==> run_1/placement_by_type.png <==
The bar under the picture is 50 µm long.
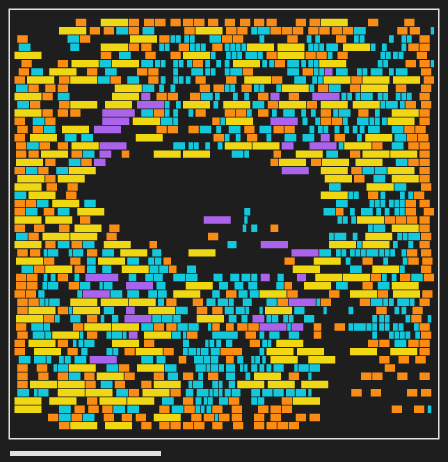
==> run_1/congestion.png <==
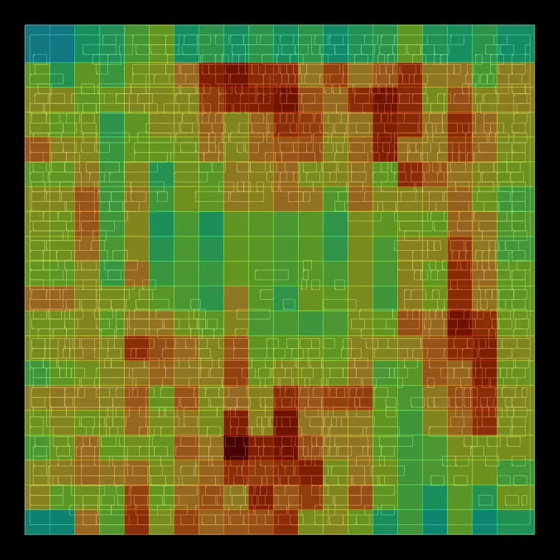
==> run_1/wires.png <==
The bar under the picture is 50 µm long. Only two layers are drawn.
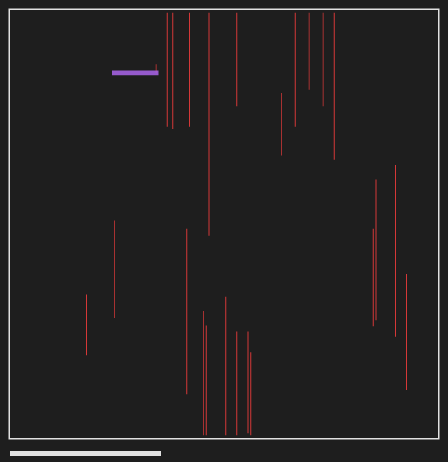
Design decode_stage, sky130hd; sources not shown.
==> run_results.csv, run 1 <==
group,metric,value,unit
pwr,powerComb,1.86,mW
cells_and_area,dominant-cell-class,"sequential cells",
placed_design,portBuffers,329,
critical_path,start_kind,"input port",
die,nWellTaps,260,
pwr,p_sw,1.90,mW
cells_and_area,clk_share,0.0529,
pwr,power_top_consumer,"combinational cells",
pwr,power.leakage,4.56,nW
pwr,p_int,2.97,mW
global_routing,antenna_found_initial,2,
critical_path,path_cells,"clkdlybuf4s50_1 > or3b_2 > a21oi_1 > buf_4 > nor4_1 > o21bai_1 > clkdlybuf4s50_1",
final_timing,setup_ws,1.14,ns
critical_path,crit_family,"buffers and inverters",
logic_synthesis,synth-compound-area-share,0.132,
final_timing,setup_viol_count_final,0,
final_timing,slew_headroom,0.242,
clock_tree,h-tree-depth,4,
detailed_routing,dr_wl_met2,12000,µm
cells_and_area,inverters,22,
logic_synthesis,adder_share,0,
cells_and_area,ff_latch_area,3680,µm²
detailed_routing,dr.pass1.iters,5,
logic_synthesis,ys_types,44,
cells_and_area,nMultiInputCombCells,468,
logic_synthesis,synthTopCellsByArea,"dfrtp_1, mux2_1, a21oi_1, nand3_1, o21ai_0",
cells_and_area,logic_area,3410,µm²
final_timing,fin_worst_skew,0.00962,ns
pwr,combPwrFrac,0.382,
status,status,"finished, final reports clean",
detailed_routing,via_count,6748,
critical_path,crit_required,4.23,ns
logic_synthesis,yosys_warnings,0,
placed_design,place_ws,1.05,ns
final_timing,hold_violations,0,
die,die-area,20000,µm²
cells_and_area,clockBufferCount,17,
detailed_routing,dr_wl_met3,2070,µm
run,warning_count,26,
clock_tree,clkLatencyLatePin,0.42,ns
clock_tree,cts_sinks,147,
critical_path,end_kind,"primary output",
cells_and_area,nonClkBufAreaFrac,0.297,
logic_synthesis,synth.cell_area,7590,µm²
critical_path,cp_max_fo,11,
cells_and_area,drive_gt1_frac,0.0759,
detailed_routing,drtIter0Drc,319,
critical_path,cp_slowest_cell,"clkdlybuf4s50_1",
clock_tree,clk_pin_slew,0.06,ns
critical_path,worstSetupPathType,"input port to primary output",
die,fp.coreArea,18900,µm²
cells_and_area,layout_top_cell,"clkdlybuf4s50_1",
cells_and_area,layout_top_cells,"clkdlybuf4s50_1, dfrtp_1, mux2_1, a21oi_1, nand3_1",
clock_tree,ctsHoldBuffers,0,
die,fp_util,0.402,
logic_synthesis,xor_share,0.0231,
die,die_w,141,µm
final_timing,rsz0062_at_grt,"no",
detailed_routing,wl_met1,10200,µm
cells_and_area,diodes,1,
placed_design,dp_hpwl,18400,µm
logic_synthesis,yosysSeqAreaShare,0.485,
worst_hold_path,whs_path_depth,1,
final_timing,slew_violations,0,
clock_tree,cts_setup_buffers,0,
final_timing,clock.fmax,281,MHz
cells_and_area,finalNonFillerCells,1276,
critical_path,cpMostUsedCell,"clkdlybuf4s50_1",
logic_synthesis,ys_cells,711,
detailed_routing,top_layer,"met5",
global_routing,grt_pass1_wl,38400,µm
pwr,pg_seq,1.60,mW
logic_synthesis,netlist_instances,711,
critical_path,max_stage_delay,0.83,ns
die,ios,334,
pwr,power_density,422,nW/µm²
pwr,pwr-share-clk,0.289,
cells_and_area,post-route-cell-area,11600,µm²
cells_and_area,final_nets,1174,
logic_synthesis,edf_count,0,
-- placement_by_type.png (at the start) --
other buffers and delay cells: shown in orange, cells 346. combinational and other logic: shown in cyan, cells 490. clock drivers and dummy loads: shown in purple, cells 32. flops: shown in yellow, cells 147.
post-layout util: 0.611
Seq/total area: 0.318

-- congestion.png (at the start) --
GRT busiest layer: met2
met2 Resource Use GR: 0.417
GRT met3 Usage: 0.0668
global-route track usage on met1: 0.310

-- wires.png (at the start) --
metal 5: shown in purple, wire length 13.8 µm. metal 4: shown in red, wire length 877 µm.
WL final: 25,100 µm
Wirelength per Cell: 19.7 µm
Tot GR Track Use: 0.253

==> run_1/flops_by_reg.png <==
The bar under the picture is 50 µm long. Other sequential cells in the stronger gray, the rest of the logic in the fainter gray.
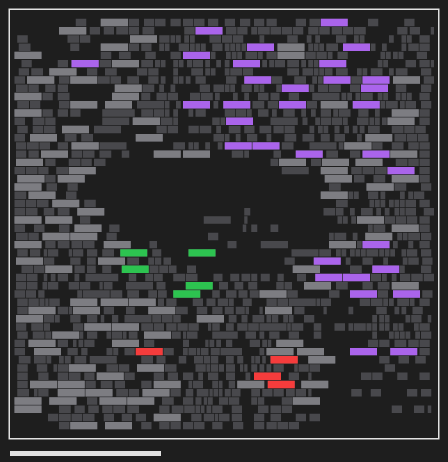

==> run 2, diff against run 1 <==
Settings changed: CORE_UTILIZATION 39 to 43, PLACE_DENSITY 0.79 to 0.83.
Clock period 4.7 ns to 3.4 ns, I/O delays scaled along.
==> run_2/flops_by_reg.png <==
The bar under the picture is 50 µm long. Other sequential cells in the stronger gray, the rest of the logic in the fainter gray.
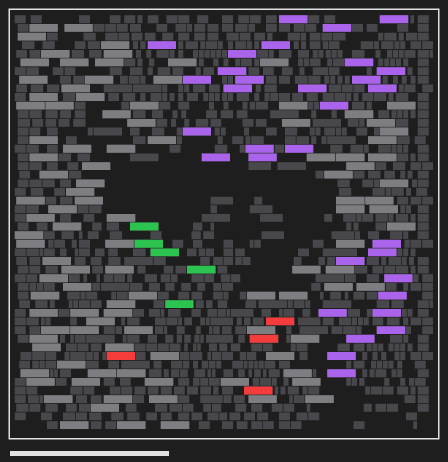
`id_rd`: shown in green, placed flops 5. `id_alu_op`: shown in red, placed flops 4, where south. `id_rs1_val`: shown in purple, placed flops 32.
Another 106 sequential cells are not colored.
Seq/total area: 0.316
sequential power: 2.22 mW
post-layout util: 0.675
FF/Latch Area: 3680 µm²

==> run_2/placement_by_type.png <==
The bar under the picture is 50 µm long.
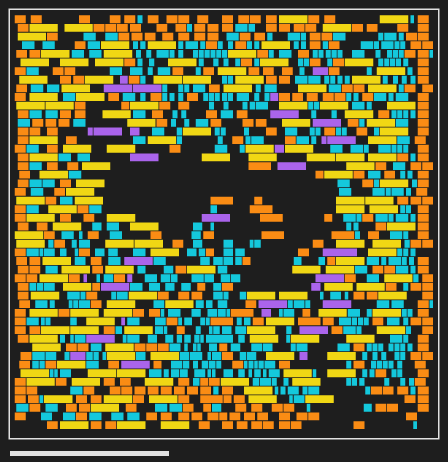
core area: 17,200 µm²
row count: 48
Design Area, Final: 11,600 µm²

==> run_2/congestion.png <==
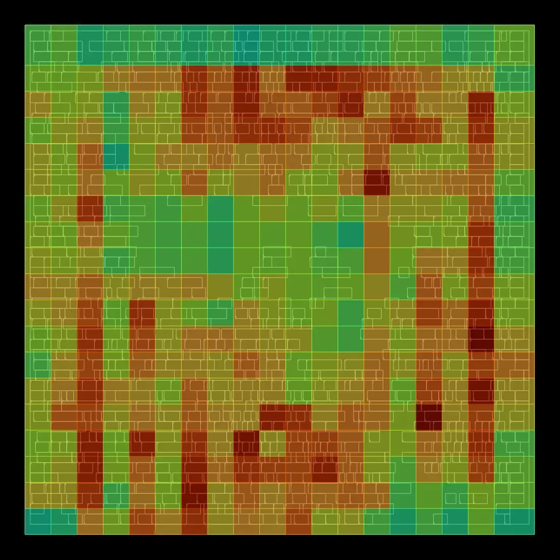
Tot GR Track Use: 0.275
global-route track usage on met1: 0.333
GRT met3 Usage: 0.0785
met2 Resource Use GR: 0.441

==> run 2 against run 1 <==
Register-to-register slack got worse by 1.1 ns. Sequential power increased by 39%. Die size decreased by 9.2%. Critical path depth decreased by 1. Critical path type is now register to register. Largest cell class unchanged. Highest routed layer is now met4.
==> run_results.csv, run 2 <==
group,metric,value,unit
logic_synthesis,ys_types,44,
cells_and_area,drive_gt1_frac,0.0830,
placed_design,place_ws,0.434,ns
pwr,power.leakage,4.60,nW
critical_path,start_kind,"register",
critical_path,cp_max_fo,83,
pwr,powerComb,2.59,mW
logic_synthesis,yosysSeqAreaShare,0.485,
final_timing,rsz0062_at_grt,"no",
die,ios,334,
detailed_routing,routed_wl,25000,µm
final_timing,clock.fmax,354,MHz
logic_synthesis,synth.cell_area,7590,µm²
detailed_routing,top_layer,"met4",
logic_synthesis,synth-compound-area-share,0.132,
critical_path,max_stage_delay,0.52,ns
critical_path,end_kind,"register",
pwr,combPwrFrac,0.392,
cells_and_area,inverters,22,
die,die-area,18200,µm²
detailed_routing,wl_per_cell,20.0,µm
cells_and_area,finalNonFillerCells,1250,
critical_path,path_cells,"or4_1 > o211ai_1 > o41ai_1 > nor4b_4 > buf_12 > mux2_1",
placed_design,portBuffers,329,
cells_and_area,clk_share,0.0484,
global_routing,antenna_found_initial,2,
cells_and_area,logic_area,3410,µm²
global_routing,grt_busiest_layer,"met2",
final_timing,setup_viol_count_final,0,
critical_path,cp_slowest_cell,"or4_1",
global_routing,grt_pass1_wl,37900,µm
status,status,"finished, final reports clean",
final_timing,slew_headroom,0.462,
logic_synthesis,xor_share,0.0231,
clock_tree,clkLatencyLatePin,0.41,ns
placed_design,dp_hpwl,18200,µm
final_timing,fin_worst_skew,0.00681,ns
cells_and_area,final_nets,1183,
run,warning_count,26,
die,fp_util,0.440,
cells_and_area,clockBufferCount,21,
critical_path,crit_required,3.69,ns
logic_synthesis,yosys_warnings,0,
pwr,power_top_consumer,"combinational cells",
logic_synthesis,netlist_instances,711,
clock_tree,ctsHoldBuffers,0,
logic_synthesis,adder_share,0,
final_timing,setup_ws,0.574,ns
logic_synthesis,ys_cells,711,
detailed_routing,dr.pass1.iters,4,
critical_path,crit_family,"simple AND/OR/NAND/NOR gates",
Power figures rest on the tool's default switching activity, not on a simulated workload.
